Fig. 1: metal layers overlaid
Bar = 20 µm.
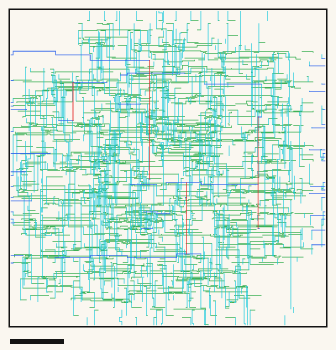
Fig. 2: wires at chosen ports, followed through buffers
Bar = 20 µm.
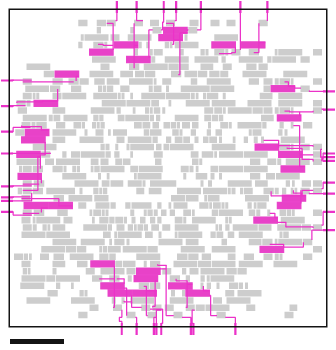
Fig. 3: routing congestion map
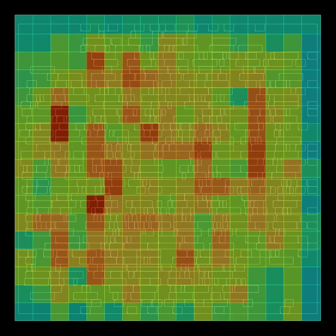
Fig. 4: logic cells by family
Bar = 20 µm.
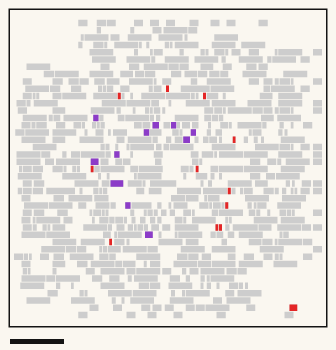
Fig. 5: zoomed window
Bar = 5 µm. Window x 49 to 69, y 72 to 92 µm. Cells in gray, sequential cells in the stronger gray; small squares are vias.
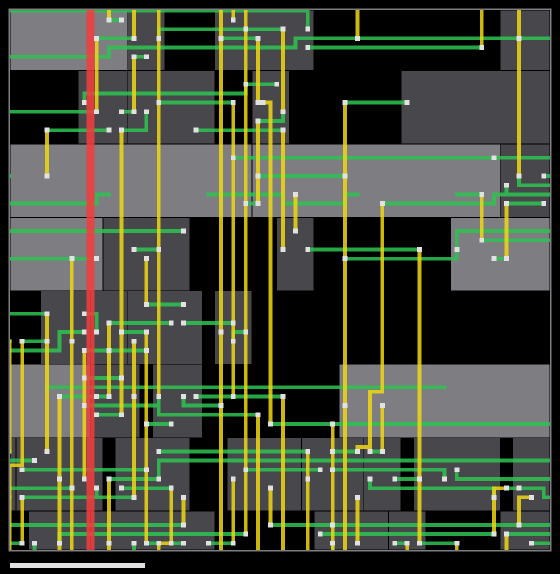
Design period_meter, sky130hd; sources not shown.
==> Slide: Implementation Results <==
Run Summary

Status
  • Status: complete, no violations

Placement
  • Cell Area, Placed: 0.00679 mm²
  • Pre-CTS setup slack: 3.21 ns
  • Dpl hpwl: 7740 µm
  • Placer Congestion: 0.791

Setup path
  • R2R Setup Slk: 4.64 ns
  • Critical Path, Cell by Cell: clkdlybuf4s50_1
  • Critical path's largest stage delay: 0.56 ns
  • CP Class: reg2out
  • WP data arrival: 1.37 ns
  • Crit end category: output pin
  • Slowest CP cell: clkdlybuf4s50_1
  • CP top delay family: buffers and inverters

Synth
  • Synth cell types: 40
  • Yosys stat area: 0.00603 mm²
  • Post-synth EDFFs: 0
  • Synth Instances: 533
  • Synth Cell Area: 0.00603 mm²
  • Syn Area/Cell: 11.3 µm²
  • Synth area leader: dfrtp_1
  • Most instantiated cells after synthesis: 136 x dfrtp_1, 67 x nand2_1, 50 x o21ai_0
  • Top area cell types: dfrtp_1 56%, mux2_2 9.0%, mux2i_1 5.5%, nand2_1 4.2%, o21ai_0 4.2%
  • Synthesized flop and latch total: 136
  • Top cell area share: 56.5%

Hold path
  • Hold path depth: 0
  • Hold WC Path Type: reg2reg

Clock tree
  • Longest Clk Path Bufs: 2
  • CTS Hold Bufs: 0
  • Post-CTS sizing: 0
  • CTS Root Cell: clkbuf_8
  • CTS tree: done
  • Post-CTS setup buffer count: 0
  • Clk slew on worst S/H paths: 0.07 ns

Die
  • Die X: 118 µm
  • DIE HEIGHT: 118 µm
  • FP Core Util: 47.0%
  • Placeable core region: 0.0128 mm²
  • Row cnt: 41

Detailed routing
  • Met2 wire length: 5600 µm
  • Antenna viol nets, final: 0
  • Drt first pass iters: 4
  • DR vias: 4,020

Layout
  • Filler cell count: 1,134
  • Logic area: 0.00238 mm²
  • Number of nets in the final layout: 586

Power
  • Power Dens Cells: 230 mW/mm²
  • Max IR drop VDD: 0.120 mV

Timing
  • Setup TNS: 0 ns
  • RSZ-0062 raised after global routing: false
  • Cycle use final: 49.3%
  • Post-route minimum period: 3.50 ns
  • Upper clock frequency limit: 286 MHz
  • Measured slew at the worst slew-check pin: 1.05 ns
  • Endpoints failing hold: 0
  • Skew final: 0.0149 ns

Global routing
  • First-pass GRT wire length: 20,500 µm
  • Number of global-route vias before repair: 4,053
  • GR Util All Layers: 18.7%
  • Initial antenna violation count: 0

Flow run
  • Max-Cap Viols: 0
## Picture notes: Fig. 1
| color | layer | wire length |
|---|---|---|
| blue | met3 | 353 µm |
| cyan | met2 | 5,600 µm |
| green | met1 | 5,920 µm |
| red | met4 | 127 µm |
WL final: 12,000 µm
WL/cell: 15.7 µm

## Picture notes: Fig. 2
| color | port | bits | direction | end cells | wire |
|---|---|---|---|---|---|
| magenta | `period_out` | 32 | output | 32 | 724 µm |
Ports: 70
PortBufs: 69

## Picture notes: Fig. 3
M2 GR Usage: 28.5%
GR Layer Usage met1: 26.0%
Top Usage Layer GRT: met2

## Picture notes: Fig. 4
| color | family | cells |
|---|---|---|
| red | inverters | 12 |
| purple | AND and OR gates | 11 |
Commonest Layout Cell: dfrtp_1
logic share of the area: 33.2%
fin cells: 766

## Picture notes: Fig. 5
| color | layer |
|---|---|
| red | met4 |
| green | met1 |
| yellow | met2 |
cells with their middle in the window: 29
sequential cells in the window: 3
most frequent: nor2_1 (4), xnor2_1 (3), dfrtp_1 (3)

report_power, final:
| group | total (mW) | internal, mW | switching [mW] |
|---|---|---|---|
| registers | 0.861 | 0.813 | 0.0484 |
| clock network | 0.632 | 0.348 | 0.284 |
| logic | 0.158 | 0.0825 | 0.0754 |
| total | 1.65 | 1.24 | 0.407 |
layout make-up:
| class | instances | area share (%) |
|---|---|---|
| Clock buffer | 24 | 4.16 |
| Clock inverter | 8 | 1.34 |
| Inverter | 12 | 0.697 |
| Multi-Input combinational cell | 339 | 33.2 |
| Sequential cell | 136 | 47.4 |
| Tap cell | 172 | 2.99 |
| Timing Repair Buffer | 75 | 10.2 |
layout by cell type, fill, tap and decap left out, drive strengths merged, types with 3 or more instances in the layout:
cell           instances
nor3                   5
nor2                  33
o21ai                 50
nand3                  8
nand4                 12
inv                   12
xnor2                 28
a2111oi                8
buf                    6
or3                    3
nand2                 67
clkdlybuf4s50         69
mux2i                 33
a211oi                 8
nor4                   9
a21oi                  8
clkinv                 5
clkbuf                24
dfrtp                136
mux2                  48
cell families after synthesis:
kind of cell    count (synthesis)  synth area share (%)
fa+ha+maj                       2                 0.415
compound gates                 78                  8.45
simple gates                  150                  12.0
buf+inv                        58                  4.13
mux                            81                  14.5
flops                         136                  56.5
xor+xnor                       28                  4.07
stage by stage:
step | cells | hold WS [ns] | total power [mW]
2_1_floorplan | 533 | 0.331 | 0.970
3_3_place_gp | 734 | 0.349 | 1.03
3_5_place_dp | 734 | 0.352 | 1.04
4_1_cts | 766 | 0.366 | 1.67
5_1_grt | 766 | 0.377 | 1.73
6_report | 766 | 0.359 | 1.65
per-layer routing:
metal | global-route usage, % | vias to the layer above
met5 | 0 | -
met4 | 6.49 | 0
met3 | 4.70 | 10
met2 | 28.5 | 67
met1 | 26.0 | 1999
li1 | - | 1944
No activity file was given, so power comes from the tool's default toggle rates.
